Fig. 1: run 1, metal 1
Supply wires on this layer in gray.
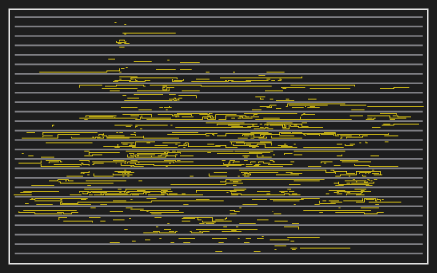
Fig. 2: run 1, port wiring
The bar under the picture is 20 um long.
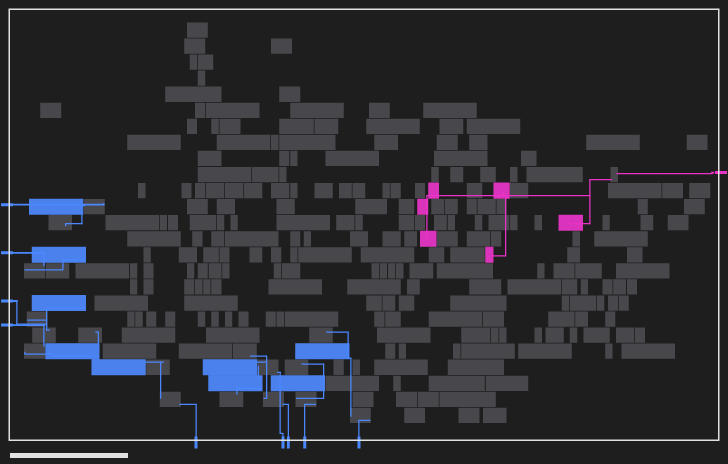
Fig. 3: run 1, routed metal, one color a layer
Two of the layers only.
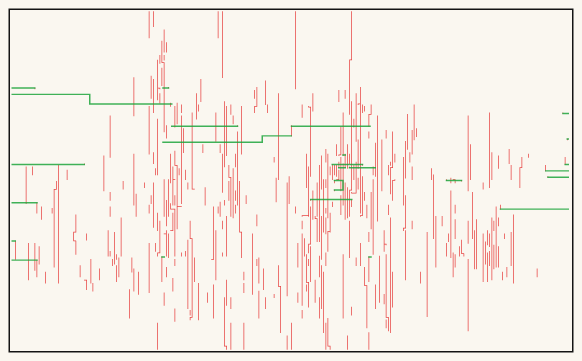
===== src/rtl/uart_rx_pkg.sv =====
// uart_rx_pkg: shared FSM states, frame limits and parity encodings for the UART receive engine.
package uart_rx_pkg;
    typedef enum logic [2:0] {IDLE, START, DATA, PARITY, STOP1, STOP2} rx_state_e;
    localparam int MIN_DATA_BITS = 5;
    localparam logic PARITY_EVEN = 1'b0;
    localparam logic PARITY_ODD  = 1'b1;
    function automatic logic [3:0] clamp_bits(input logic [3:0] bits, input int max_bits);
        return bits < 4'(MIN_DATA_BITS) ? 4'(MIN_DATA_BITS) : bits > 4'(max_bits) ? 4'(max_bits) : bits;
    endfunction
endpackage


===== src/rtl/uart_rx_if.sv =====
// uart_rx_if: received word with per-frame flags behind a valid/ready holding register.
interface uart_rx_if #(parameter int MAX_DATA_BITS = 9);
    logic [MAX_DATA_BITS-1:0] data_o;
    logic valid_o;
    logic ready_i;
    logic parity_err_o;
    logic frame_err_o;
    logic break_o;
    logic overrun_o;
    modport master(output data_o, valid_o, parity_err_o, frame_err_o, break_o, overrun_o, input ready_i);
    modport slave(input data_o, valid_o, parity_err_o, frame_err_o, break_o, overrun_o, output ready_i);
endinterface


===== src/rtl/synchronizer.sv =====
// synchronizer: 2-flop metastability guard, resets to the idle-high line level.
module synchronizer (
    input  logic clk,
    input  logic reset,
    input  logic d,
    output logic q
);
    logic meta;
    always_ff @(posedge clk or posedge reset) begin
        if (reset) begin
            meta <= 1'b1;
            q    <= 1'b1;
        end else begin
            meta <= d;
            q    <= meta;
        end
    end
endmodule


===== src/rtl/uart_rx_sampler.sv =====
// uart_rx_sampler: oversample tick counter with three-sample majority vote around mid-bit.
module uart_rx_sampler #(
    parameter int OVERSAMPLE = 16
) (
    input  logic clk,
    input  logic reset,
    input  logic clear,
    input  logic tick,
    input  logic rx,
    output logic bit_valid,
    output logic bit_value
);
    localparam int CW = $clog2(OVERSAMPLE);
    localparam logic [CW-1:0] MID = CW'(OVERSAMPLE / 2);
    logic [CW-1:0] cnt;
    logic s0, s1;
    always_ff @(posedge clk or posedge reset) begin
        if (reset) begin
            cnt <= '0;
            s0  <= 1'b1;
            s1  <= 1'b1;
        end else if (clear) begin
            cnt <= '0;
        end else if (tick) begin
            cnt <= cnt == CW'(OVERSAMPLE - 1) ? '0 : cnt + 1'b1;
            if (cnt == MID - 1'b1) s0 <= rx;
            if (cnt == MID) s1 <= rx;
        end
    end
    // Third sample is taken live so the decision lands in the same clk as its tick.
    assign bit_valid = tick && !clear && cnt == MID + 1'b1;
    assign bit_value = (s0 & s1) | (s0 & rx) | (s1 & rx);
endmodule


===== src/rtl/uart_rx_core.sv =====
// uart_rx_core: oversampled UART receive FSM with shifter, parity/frame/break detection
// and a valid/ready holding register that flags overruns.
module uart_rx_core
    import uart_rx_pkg::*;
#(
    parameter int OVERSAMPLE    = 16,
    parameter int MAX_DATA_BITS = 9
) (
    input  logic       clk,
    input  logic       reset,
    input  logic       rx_en_i,
    input  logic       tick_i,
    input  logic       rx_i,
    input  logic [3:0] data_bits_i,
    input  logic       parity_en_i,
    input  logic       parity_type_i,
    input  logic       stop_bits_i,
    output logic       busy_o,
    uart_rx_if.master  rx_bus
);
    rx_state_e state, state_n;
    logic rx_s, rx_q, start_edge;
    logic bit_valid, bit_value;
    logic start, done, load, last_bit;
    logic [3:0] nbits, bit_cnt;
    logic par_en, par_type, two_stop;
    logic [MAX_DATA_BITS-1:0] sh;
    logic par_acc, ferr, any_one;

    synchronizer u_sync (.clk(clk), .reset(reset), .d(rx_i), .q(rx_s));

    always_ff @(posedge clk or posedge reset) begin
        if (reset) rx_q <= 1'b1;
        else rx_q <= rx_s;
    end
    assign start_edge = rx_q & ~rx_s;

    uart_rx_sampler #(.OVERSAMPLE(OVERSAMPLE)) u_sampler (
        .clk(clk), .reset(reset), .clear(start), .tick(tick_i), .rx(rx_s),
        .bit_valid(bit_valid), .bit_value(bit_value)
    );

    always_ff @(posedge clk or posedge reset) begin
        if (reset) begin
            state  <= IDLE;
            busy_o <= 1'b0;
        end else begin
            state  <= state_n;
            busy_o <= state_n != IDLE;
        end
    end

    always_comb begin
        state_n = state;
        if (state == IDLE) state_n = start ? START : IDLE;
        else if (!rx_en_i) state_n = IDLE;
        else if (bit_valid)
            case (state)
                START:   state_n = bit_value ? IDLE : DATA;
                DATA:    state_n = last_bit ? (par_en ? PARITY : STOP1) : DATA;
                PARITY:  state_n = STOP1;
                STOP1:   state_n = two_stop ? STOP2 : IDLE;
                default: state_n = IDLE;
            endcase
    end

    always_comb begin
        start    = state == IDLE && rx_en_i && start_edge;
        last_bit = bit_cnt == nbits - 4'd1;
        done     = bit_valid && rx_en_i && (state == STOP2 || (state == STOP1 && !two_stop));
        load     = done && (!rx_bus.valid_o || rx_bus.ready_i);
    end

    always_ff @(posedge clk or posedge reset) begin
        if (reset) begin
            nbits    <= 4'(MIN_DATA_BITS);
            par_en   <= 1'b0;
            par_type <= PARITY_EVEN;
            two_stop <= 1'b0;
            bit_cnt  <= '0;
            sh       <= '0;
            par_acc  <= 1'b0;
            ferr     <= 1'b0;
            any_one  <= 1'b0;
        end else if (start) begin
            nbits    <= clamp_bits(data_bits_i, MAX_DATA_BITS);
            par_en   <= parity_en_i;
            par_type <= parity_type_i;
            two_stop <= stop_bits_i;
            bit_cnt  <= '0;
            sh       <= '0;
            par_acc  <= 1'b0;
            ferr     <= 1'b0;
            any_one  <= 1'b0;
        end else if (bit_valid && state != IDLE) begin
            any_one <= any_one | bit_value;
            if (state == DATA) begin
                sh      <= sh | (MAX_DATA_BITS'(bit_value) << bit_cnt);
                bit_cnt <= bit_cnt + 4'd1;
            end
            if (state == DATA || state == PARITY) par_acc <= par_acc ^ bit_value;
            if (state == STOP1 || state == STOP2) ferr <= ferr | ~bit_value;
        end
    end

    // The last stop decision is folded in directly because it arrives in the loading clk.
    always_ff @(posedge clk or posedge reset) begin
        if (reset) begin
            rx_bus.data_o       <= '0;
            rx_bus.valid_o      <= 1'b0;
            rx_bus.parity_err_o <= 1'b0;
            rx_bus.frame_err_o  <= 1'b0;
            rx_bus.break_o      <= 1'b0;
            rx_bus.overrun_o    <= 1'b0;
        end else if (load) begin
            rx_bus.data_o       <= sh;
            rx_bus.valid_o      <= 1'b1;
            rx_bus.parity_err_o <= par_en && (par_acc ^ (par_type == PARITY_ODD));
            rx_bus.frame_err_o  <= ferr | ~bit_value;
            rx_bus.break_o      <= ~(any_one | bit_value);
            rx_bus.overrun_o    <= 1'b0;
        end else if (done) begin
            rx_bus.overrun_o <= 1'b1;
        end else if (rx_bus.valid_o && rx_bus.ready_i) begin
            rx_bus.valid_o   <= 1'b0;
            rx_bus.overrun_o <= 1'b0;
        end
    end
endmodule


===== src/flat_wrapper.sv =====
// flat-port wrapper written by rule: the top's interface ports become plain ports
module uart_rx_core_flat import uart_rx_pkg::*;
#(
    parameter int OVERSAMPLE    = 16,
    parameter int MAX_DATA_BITS = 9
)
  (clk, reset, rx_en_i, tick_i, rx_i, data_bits_i, parity_en_i, parity_type_i, stop_bits_i, busy_o, rx_bus_data_o, rx_bus_valid_o, rx_bus_parity_err_o, rx_bus_frame_err_o, rx_bus_break_o, rx_bus_overrun_o, rx_bus_ready_i);
  uart_rx_if #(.MAX_DATA_BITS(MAX_DATA_BITS)) rx_bus_i ();
  input  logic clk;
  input  logic reset;
  input  logic rx_en_i;
  input  logic tick_i;
  input  logic rx_i;
  input  logic [3:0] data_bits_i;
  input  logic parity_en_i;
  input  logic parity_type_i;
  input  logic stop_bits_i;
  output logic busy_o;
  output wire logic [$bits(rx_bus_i.data_o)-1:0] rx_bus_data_o;
  output wire logic [$bits(rx_bus_i.valid_o)-1:0] rx_bus_valid_o;
  output wire logic [$bits(rx_bus_i.parity_err_o)-1:0] rx_bus_parity_err_o;
  output wire logic [$bits(rx_bus_i.frame_err_o)-1:0] rx_bus_frame_err_o;
  output wire logic [$bits(rx_bus_i.break_o)-1:0] rx_bus_break_o;
  output wire logic [$bits(rx_bus_i.overrun_o)-1:0] rx_bus_overrun_o;
  input wire logic [$bits(rx_bus_i.ready_i)-1:0] rx_bus_ready_i;
  assign rx_bus_data_o = rx_bus_i.data_o;
  assign rx_bus_valid_o = rx_bus_i.valid_o;
  assign rx_bus_parity_err_o = rx_bus_i.parity_err_o;
  assign rx_bus_frame_err_o = rx_bus_i.frame_err_o;
  assign rx_bus_break_o = rx_bus_i.break_o;
  assign rx_bus_overrun_o = rx_bus_i.overrun_o;
  assign rx_bus_i.ready_i = rx_bus_ready_i;
  uart_rx_core #(.OVERSAMPLE(OVERSAMPLE), .MAX_DATA_BITS(MAX_DATA_BITS)) u_core (.clk(clk), .reset(reset), .rx_en_i(rx_en_i), .tick_i(tick_i), .rx_i(rx_i), .data_bits_i(data_bits_i), .parity_en_i(parity_en_i), .parity_type_i(parity_type_i), .stop_bits_i(stop_bits_i), .busy_o(busy_o), .rx_bus(rx_bus_i));
endmodule

===== config.mk =====
export PLATFORM = sky130hd
export DESIGN_NAME = uart_rx_core_flat
export DESIGN_NICKNAME = d
export VERILOG_FILES = /design/src/rtl/uart_rx_pkg.sv /design/src/rtl/uart_rx_if.sv /design/src/rtl/synchronizer.sv /design/src/rtl/uart_rx_sampler.sv /design/src/rtl/uart_rx_core.sv /design/src/flat_wrapper.sv
export SDC_FILE = /design/constraint.sdc
export NUM_CORES = 1
export LEC_CHECK = 0
export ABC_CLOCK_PERIOD_IN_PS = 3300
export CORE_ASPECT_RATIO = 0.6
export CORE_MARGIN = 1
export CORE_UTILIZATION = 28
export CTS_BUF_LIST = sky130_fd_sc_hd__clkbuf_4 sky130_fd_sc_hd__clkbuf_8 sky130_fd_sc_hd__clkbuf_16
export CTS_CLUSTER_DIAMETER = 200
export DETAILED_ROUTE_END_ITERATION = 10
export GPL_TIMING_DRIVEN = 0
export HOLD_SLACK_MARGIN = 0.05
export SYNTH_ARGS = -nofsm -noshare
export SYNTH_HDL_FRONTEND = slang
export SYNTH_HIERARCHICAL = 1
export SYNTH_SLANG_ARGS = --single-unit

===== constraint.sdc =====
create_clock -name clk -period 3.3 [get_ports clk]
set_clock_uncertainty 0.15 [all_clocks]
set_input_delay 0.33 -clock clk [delete_from_list [all_inputs] [get_ports clk]]
set_output_delay 0.33 -clock clk [all_outputs]
set_load 0.01 [all_outputs]

==> run summary, run 1 <==
Status = finished, final reports clean
Met3 Use GR = 3.52%
AO/OA Area Share = 7.77%
Sw Ratio = 27.0%
Global routing's busiest layer = met1
Gp weighted congestion = 0.808
DRT Pass-1 Iters = 4
Post-route cell area = 2960 um2
Critical path startpoint = u_core/state[2]
Worst setup path endpoint = u_core/busy_o
Hold Path Sink = u_core/u_sampler/cnt[0]
Met2 wire len = 1990 um
Worst R2R Path Depth = 9
Largest net degree at the start of global routing = 43
Pwr top = sequential cells
Hold path cells = 3
Filler cell count = 816
Share of cells above drive strength 1 = 18.6%
Synth Seq Share = 53.9%
Clk Tree Root Cell = clkbuf_16
Sink Count = 50
Met1 wire length = 2550 um
Ys flop type = dfrtp_1
Simple-gate share of the synthesized area = 17.7%
Worst R2R Setup Slack = 0.13 ns
Total power = 1.49 mW
RR Endpoint = u_core/busy_o
#FFs+latches synth = 50
Crit Path Max Fanout = 10
P_comb = 0.224 mW
Max-slew violations = 0
GRT overflow = 0
NumNets Final = 275
Worst path top cell family by delay = simple AND/OR/NAND/NOR gates
RSZ-0062 raised after global routing = no
Net Switching = 0.402 mW
Notes on Fig. 1 above:
nets with wire on the layer: 252
share of all routed wire: 53%
wire length on this layer: 2,550 um
longest straight run: 28.3 um
main direction: horizontal
DR vias: 1,655
final wirelength: 4800 um
met1 Use GR: 17.4%

Notes on Fig. 2 above:
| color | port | bits | direction | edge | end cells | buffers | wire |
|---|---|---|---|---|---|---|---|
| blue | rx_bus_data_o | 9 | output | 5 bottom, 4 left | 9 | 9 | 190 um |
| magenta | rx_en_i | 1 | input | right | 7 | 1 | 78.7 um |
Ports: 28
port bufs: 25

Notes on Fig. 3 above:
| color | layer | wire length |
|---|---|---|
| green | met3 | 186 um |
| red | met2 | 1,990 um |
routed length per instance: 13.1 um
GRT Overall Usage: 12.2%

--- run 2 (diff from run 1) ---
--- a/config.mk
+++ b/config.mk
@@ -7,10 +7,8 @@
 export LEC_CHECK = 0
 export ABC_CLOCK_PERIOD_IN_PS = 3300
 export CORE_ASPECT_RATIO = 0.6
-export CORE_MARGIN = 1
 export CORE_UTILIZATION = 28
 export CTS_BUF_LIST = sky130_fd_sc_hd__clkbuf_4 sky130_fd_sc_hd__clkbuf_8 sky130_fd_sc_hd__clkbuf_16
-export CTS_CLUSTER_DIAMETER = 200
 export DETAILED_ROUTE_END_ITERATION = 10
 export GPL_TIMING_DRIVEN = 0
 export HOLD_SLACK_MARGIN = 0.05
==> run summary, run 2 <==
Leak = 1.35 nW (unchanged)
Clk Tree Root Cell = clkbuf_16 (unchanged)
GRT overflow = 0 (unchanged)
Critical path startpoint = u_core/state[2] (unchanged)
Worst setup path endpoint = u_core/busy_o (unchanged)
Crit Path Max Fanout = 10 (unchanged)
Final Core Density = 37.1% (unchanged)
Pwr top = sequential cells (unchanged)
Initial Util = 29.3% (unchanged)
#FFs+latches synth = 50 (unchanged)
AO/OA Area Share = 7.77% (unchanged)
Element type at the critical path end = register (unchanged)
Hold path cells = 3 (unchanged)
DR vias = 1,655 (unchanged)
Simple-gate share of the synthesized area = 17.7% (unchanged)
GRT Overall Usage = 12.2% (unchanged)
Sw Ratio = 27.0% (unchanged)
Share of cells above drive strength 1 = 18.6% (unchanged)
Mapped Area = 2340 um2 (unchanged)
Met2 wire len = 1990 um (unchanged)
Largest net degree at the start of global routing = 43 (unchanged)
CP peak stage delay = 0.47 ns (about the same)
Synth Seq Share = 53.9% (unchanged)
Max-slew violations = 0 (unchanged)
Port bufs = 25 (unchanged)
Met1 Use GR = 17.4% (unchanged)
NumNets Final = 275 (unchanged)
Routed length per instance = 13.1 um (unchanged)
Final wirelength = 4800 um (unchanged)
Status = finished, final reports clean (unchanged)
Worst R2R Setup Slack = 0.13 ns (about the same)
RR Endpoint = u_core/busy_o (unchanged)
Ports = 28 (unchanged)
Total power = 1.49 mW (unchanged)
Met3 Use GR = 3.52% (unchanged)
Ys flop type = dfrtp_1 (unchanged)
Sink Count = 50 (unchanged)
RSZ-0062 raised after global routing = no (unchanged)
Net Switching = 0.402 mW (unchanged)
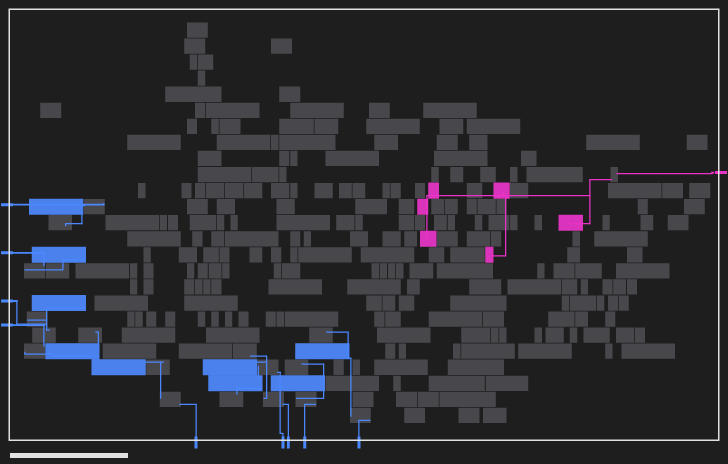
Fig. 4. Port wiring (run 2).
The bar under the picture is 20 um long.
| color | port | bits | direction | edge | end cells | buffers | wire |
|---|---|---|---|---|---|---|---|
| magenta | rx_en_i | 1 | input | right | 7 | 1 | 78.7 um |
| blue | rx_bus_data_o | 9 | output | 5 bottom, 4 left | 9 | 9 | 190 um |

Power is estimated from default activity; no workload was simulated.
